File: src/rtl/echo_pkg.sv
// Shared echo-path types and helpers: FSM states, rounding constant and
// a width-parameterised saturation used by the lag generator and canceller.
package echo_pkg;

    typedef enum logic [1:0] {
        IDLE,
        MAC,
        OUT
    } state_t;

    function automatic logic [63:0] round_const(input int unsigned coef_w);
        return 64'd1 << (coef_w - 2);
    endfunction

    // Clamp v into the signed range of a w-bit word.
    function automatic logic signed [63:0] sat(
        input logic signed [63:0] v,
        input int unsigned w
    );
        logic signed [63:0] hi;
        logic signed [63:0] lo;
        hi = (64'sd1 <<< (w - 1)) - 64'sd1;
        lo = -(64'sd1 <<< (w - 1));
        if (v > hi) return hi;
        if (v < lo) return lo;
        return v;
    endfunction

endpackage

File: src/rtl/echo_mac_unit.sv
// Signed DATA_W x COEF_W multiply-accumulate into an ACC_W register
// with synchronous clear and accumulate enable.
module echo_mac_unit #(
    parameter int DATA_W = 16,
    parameter int COEF_W = 16,
    parameter int ACC_W  = 36
) (
    input  logic                     clk,
    input  logic                     rst,
    input  logic                     clr,
    input  logic                     acc_en,
    input  logic signed [DATA_W-1:0] a,
    input  logic signed [COEF_W-1:0] b,
    output logic signed [ACC_W-1:0]  acc
);

    logic signed [DATA_W+COEF_W-1:0] prod;

    assign prod = a * b;

    always_ff @(posedge clk) begin
        if (rst || clr) begin
            acc <= '0;
        end else if (acc_en) begin
            acc <= acc + ACC_W'(prod);
        end
    end

endmodule

File: src/rtl/lag_generator_param.sv
// Time-multiplexed FIR echo generator with double-buffered coefficients.
// Define LAG_GENERATOR_SAT_EN to saturate the output instead of wrapping.
module lag_generator_param
    import echo_pkg::*;
#(
    parameter int DATA_W = 16,
    parameter int COEF_W = 16,
    parameter int TAPS   = 16,
    parameter int ACC_W  = DATA_W + COEF_W + $clog2(TAPS)
) (
    input  logic                      clk_operation,
    input  logic                      rst,
    input  logic                      enable,
    input  logic [DATA_W-1:0]         signal,
    input  logic                      coef_wr_en,
    input  logic [$clog2(TAPS)-1:0]   coef_wr_addr,
    input  logic [COEF_W-1:0]         coef_wr_data,
    output logic [DATA_W-1:0]         signal_lag,
    output logic [DATA_W-1:0]         signal_align,
    output logic                      ready,
    output logic                      busy,
    output logic                      overrun
);

    localparam int AW = $clog2(TAPS);
    localparam logic signed [ACC_W:0] RND =
        (ACC_W + 1)'(round_const(COEF_W));

    logic signed [DATA_W-1:0] hist   [TAPS];
    logic signed [COEF_W-1:0] shadow [TAPS];
    logic signed [COEF_W-1:0] active [TAPS];

    state_t                   state;
    state_t                   state_nxt;
    logic [AW-1:0]            idx;
    logic                     accept;
    logic                     acc_en;
    logic signed [ACC_W-1:0]  acc;
    logic signed [ACC_W:0]    sum;
    logic signed [ACC_W:0]    r;
    logic [DATA_W-1:0]        lag_nxt;

    assign accept = enable && (state == IDLE);
    assign acc_en = (state == MAC);

    echo_mac_unit #(
        .DATA_W (DATA_W),
        .COEF_W (COEF_W),
        .ACC_W  (ACC_W)
    ) u_mac (
        .clk    (clk_operation),
        .rst    (rst),
        .clr    (accept),
        .acc_en (acc_en),
        .a      (hist[idx]),
        .b      (active[idx]),
        .acc    (acc)
    );

    assign sum = {acc[ACC_W-1], acc} + RND;
    assign r   = sum >>> (COEF_W - 1);

`ifdef LAG_GENERATOR_SAT_EN
    assign lag_nxt = DATA_W'(sat(64'(r), DATA_W));
`else
    assign lag_nxt = r[DATA_W-1:0];
`endif

    always_comb begin
        state_nxt = state;
        unique case (state)
            IDLE:    if (enable) state_nxt = MAC;
            MAC:     if (idx == AW'(TAPS - 1)) state_nxt = OUT;
            OUT:     state_nxt = IDLE;
            default: state_nxt = IDLE;
        endcase
    end

    always_ff @(posedge clk_operation) begin
        if (rst) begin
            for (int k = 0; k < TAPS; k++) begin
                hist[k]   <= '0;
                shadow[k] <= '0;
                active[k] <= '0;
            end
            state        <= IDLE;
            idx          <= '0;
            signal_lag   <= '0;
            signal_align <= '0;
            ready        <= 1'b0;
            busy         <= 1'b0;
            overrun      <= 1'b0;
        end else begin
            state <= state_nxt;
            ready <= 1'b0;
            if (coef_wr_en && (int'(coef_wr_addr) < TAPS)) begin
                shadow[coef_wr_addr] <= coef_wr_data;
            end
            if (enable && busy) begin
                overrun <= 1'b1;
            end
            unique case (state)
                IDLE: begin
                    if (enable) begin
                        hist[0] <= signal;
                        for (int k = 1; k < TAPS; k++) begin
                            hist[k] <= hist[k-1];
                        end
                        // Write-first: a same-edge write lands in this copy.
                        for (int k = 0; k < TAPS; k++) begin
                            if (coef_wr_en && (int'(coef_wr_addr) == k)) begin
                                active[k] <= coef_wr_data;
                            end else begin
                                active[k] <= shadow[k];
                            end
                        end
                        signal_align <= signal;
                        idx          <= '0;
                        busy         <= 1'b1;
                    end
                end
                MAC: begin
                    idx <= idx + 1'b1;
                end
                OUT: begin
                    signal_lag <= lag_nxt;
                    ready      <= 1'b1;
                    busy       <= 1'b0;
                end
                default: ;
            endcase
        end
    end

endmodule

File: config.mk
export PLATFORM = sky130hd
export DESIGN_NAME = lag_generator_param
export DESIGN_NICKNAME = d
export VERILOG_FILES = /design/src/rtl/echo_pkg.sv /design/src/rtl/echo_mac_unit.sv /design/src/rtl/lag_generator_param.sv
export SDC_FILE = /design/constraint.sdc
export NUM_CORES = 2
export LEC_CHECK = 0
export CAP_MARGIN = 30
export CORE_ASPECT_RATIO = 1.4
export CORE_UTILIZATION = 56
export CTS_CLUSTER_DIAMETER = 40
export DETAILED_ROUTE_END_ITERATION = 7
export PLACE_DENSITY = 0.73
export REMOVE_ABC_BUFFERS = 1
export SETUP_SLACK_MARGIN = 0.1
export SYNTH_ARGS = -nofsm -noshare
export SYNTH_HDL_FRONTEND = slang
export SYNTH_HIERARCHICAL = 1
export SYNTH_SLANG_ARGS = --single-unit
File: constraint.sdc
create_clock -name clk_operation -period 23.4 [get_ports clk_operation]
set_input_delay 5.85 -clock clk_operation [delete_from_list [all_inputs] [get_ports clk_operation]]
set_output_delay 5.85 -clock clk_operation [all_outputs]
set_load 0.1 [all_outputs]
### PDN straps and rails

Scale bar: 50 um. Pins as bars on the die edge.
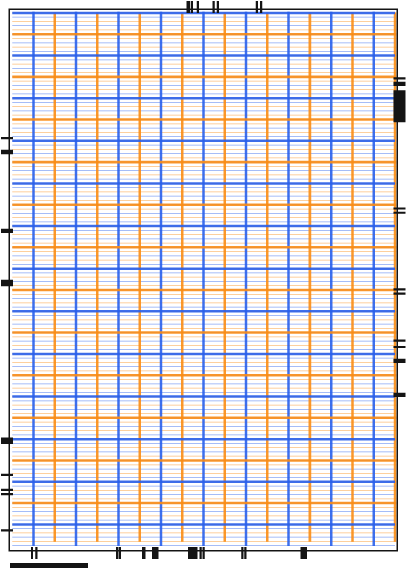
| color | net |
|---|---|
| orange | VDD |
| blue | VSS |
signal pins: 75
met1 rails: 126

### Placed cells, one color a class

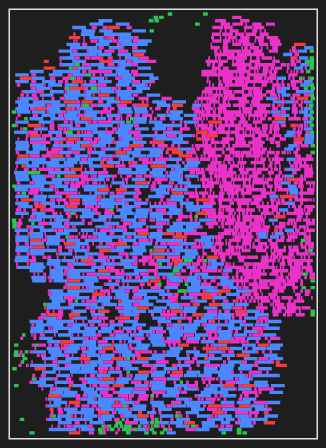
| color | class | cells |
|---|---|---|
| red | clock drivers and dummy loads | 177 |
| blue | sequential cells | 844 |
| magenta | combinational and other logic | 2478 |
| green | remaining buffers and delay cells | 127 |
final core utilization: 0.625
std cell rows: 125
Seq/total area: 0.474
Placeable Area: 83000 um^2

### Routed clock nets over the placement

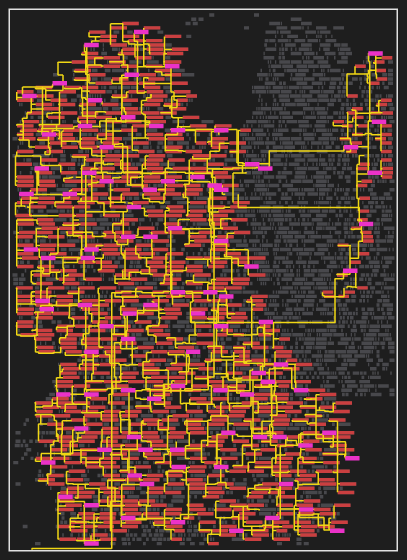
[yellow] clock wires | length: 10200 um
[magenta] clock drivers | count: 94
[red] flip-flops | count: 844
routed clock nets: 95

==> PnR_summary.wiki <==
=== Physical design figures ===
{| class="wikitable"
! Metric !! Value
|-
| Number of tapcells || 1079
|-
| Crit start category || register
|-
| Highest clock rate || 109 MHz
|-
| Placed wire-length estimate after detailed placement || 76.2 mm
|-
| Die span in y || 345 um
|-
| Worst ir drop on vdd || 0.0973 mV
|-
| Critical-path cell with the highest stage delay || dfxtp_4
|-
| Top cell class by occupied area || sequential cells
|-
| Total setup buffers inserted after CTS || 0
|-
| Final worst path period need || 9180 ps
|-
| Category of the most critical setup path || reg -> reg
|-
| Yosys warns || 6
|-
| PnR Total Power || 5450 uW
|-
| Count of multi-input gates || 2144
|-
| Number of buffers created by CTS || 94
|-
| Max-slew violation count || 0
|-
| Number of gates on the worst path with buffers counted || 25
|-
| First DRT Iteration DRCs || 2305
|-
| Type of destination of the critical path || register
|-
| Cell family with the largest share of critical-path delay || adder cells
|-
| OpenROAD warning count || 38
|-
| Insertion delay of the later-clocked pin in the worst-skew pair || 660 ps
|-
| Number of ports placed on the die boundary || 75
|-
| Pin count of the biggest net entering global routing || 193
|-
| Count of buffers from port buffering || 74
|-
| Number of antenna violations at the first check in global routing || 0
|-
| Outcome || finished, violations left
|-
| Largest registers in the final layout || active: 256 flops, hist: 256 flops, shadow: 256 flops
|-
| Power density over cell area || 105 nW/um^2
|-
| Nets || 3977
|-
| FF+latch count || 844
|-
| Sink count of the clock tree || 844
|-
| Top logic cells by instance count in the layout || edfxtp_1, nor2_1, inv_1, fa_1, and2_1
|-
| Area growth from synthesis to layout || 10.6%
|-
| Timing endpoint of the critical path || u_mac/acc[27]
|-
| Share of final layout cell area taken by non-clock buffers || 0.0235
|-
| Most instantiated logic cell after routing || edfxtp_1
|-
| Clock transition at path regs || 60 ps
|-
| Detailed-router iteration count before antenna repair || 8
|-
| Cell depth of the worst hold path || 2
|-
| Biggest fanout along the worst timing path || 97
|-
| Via count of the first global-routing pass || 29000
|-
| Path category of the worst min-delay check || reg -> reg
|-
| Register Area || 24600 um^2
|-
| Htree depth || 3
|-
| Proportion of cell area occupied by multi-input gates || 0.390
|-
| Longest Clk Path Bufs || 3
|-
| Global-route wire length before repair || 172 mm
|-
| Critical path data arrival time || 9750 ps
|-
| Worst clock skew || 34.8 ps
|-
| Proportion of cell area spent on the clock network || 0.0629
|-
| Number of buffer and inverter stages on the critical path || 5
|-
| Post-layout worst setup margin || 14220 ps
|-
| WP data required || 23970 ps
|-
| Clock tree from TritonCTS || done
|-
| Synth Cell Area || 46900 um^2
|-
| Leakage || 0.0206 uW
|-
| Clock buffers || 117
|-
| Remaining global-route overflow || 0
|-
| DRC viols || 26
|-
| Worst setup slack for register-to-register paths || 14220 ps
|-
| Number of setup violations in the final report || 0
|-
| Fin crit share || 0.393
|-
| Number of routed nets with antenna violations || 0
|-
| Root Driver || clkbuf_16
|-
| Failing checks || design-rule violations
|-
| Sum Neg Setup Slack || 0 ps
|-
| Reg-to-Reg End || u_mac/acc[27]
|-
| Vias per cell || 5.88
|-
| Horizontal die dimension || 247 um
|-
| Number of signal-net inverters in the final layout || 334
|-
| Min Hold Slack || 449 ps
|-
| Cell mode on critical path || fa_1
|-
| Share of cells above drive strength 1 || 0.162
|}
### Routed metal, one color a layer

Scale bar: 50 um.
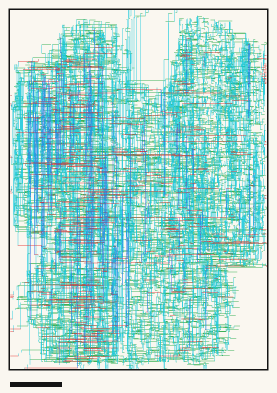
| color | layer | wire length |
|---|---|---|
| blue | metal 4 | 6470 um |
| red | metal 3 | 6460 um |
| green | metal 1 | 40.9 mm |
| cyan | metal 2 | 59.1 mm |
vias after detailed routing: 27700
all-layer global routing usage: 0.275
mean routed wirelength per cell: 24.0 um

### Routing congestion

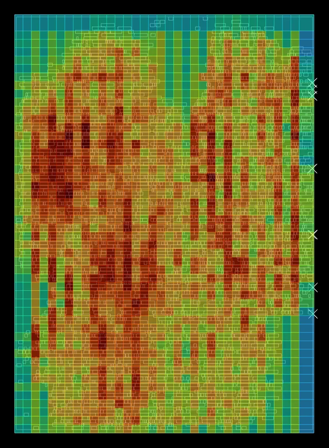
most crowded layer after global routing: met2
routing usage on met1: 0.326
met2 demand-to-capacity share in global routing: 0.486
met3 demand-to-capacity share in global routing: 0.0341

metrics by stage:
step / utilization / instance area (um^2) / cells
finish: 0.625 / 51900 / 4708
global route: 0.625 / 51900 / 4705
CTS: 0.624 / 51800 / 4700
detailed placement: 0.585 / 48600 / 4523
global placement: 0.584 / 48500 / 4517
floorplan: - / 46000 / 3322
metal layers:
layer | up-vias | wire, um | share of wire
li1 | 12200 | - | -
met1 | 14200 | 40900 | 0.36
met2 | 1023 | 59100 | 0.52
met3 | 284 | 6460 | 0.057
met4 | 0 | 6470 | 0.057
met5 | - | 0 | 0
power breakdown:
part | switching (uW) | total (uW) | internal, uW | leakage [uW]
Combinational | 1200 | 2070 | 871 | 0.0104
Sequential | 65.7 | 1850 | 1780 | 0.00858
Clock | 638 | 1530 | 896 | 0.00157
No activity file was given, so power comes from the tool's default toggle rates.
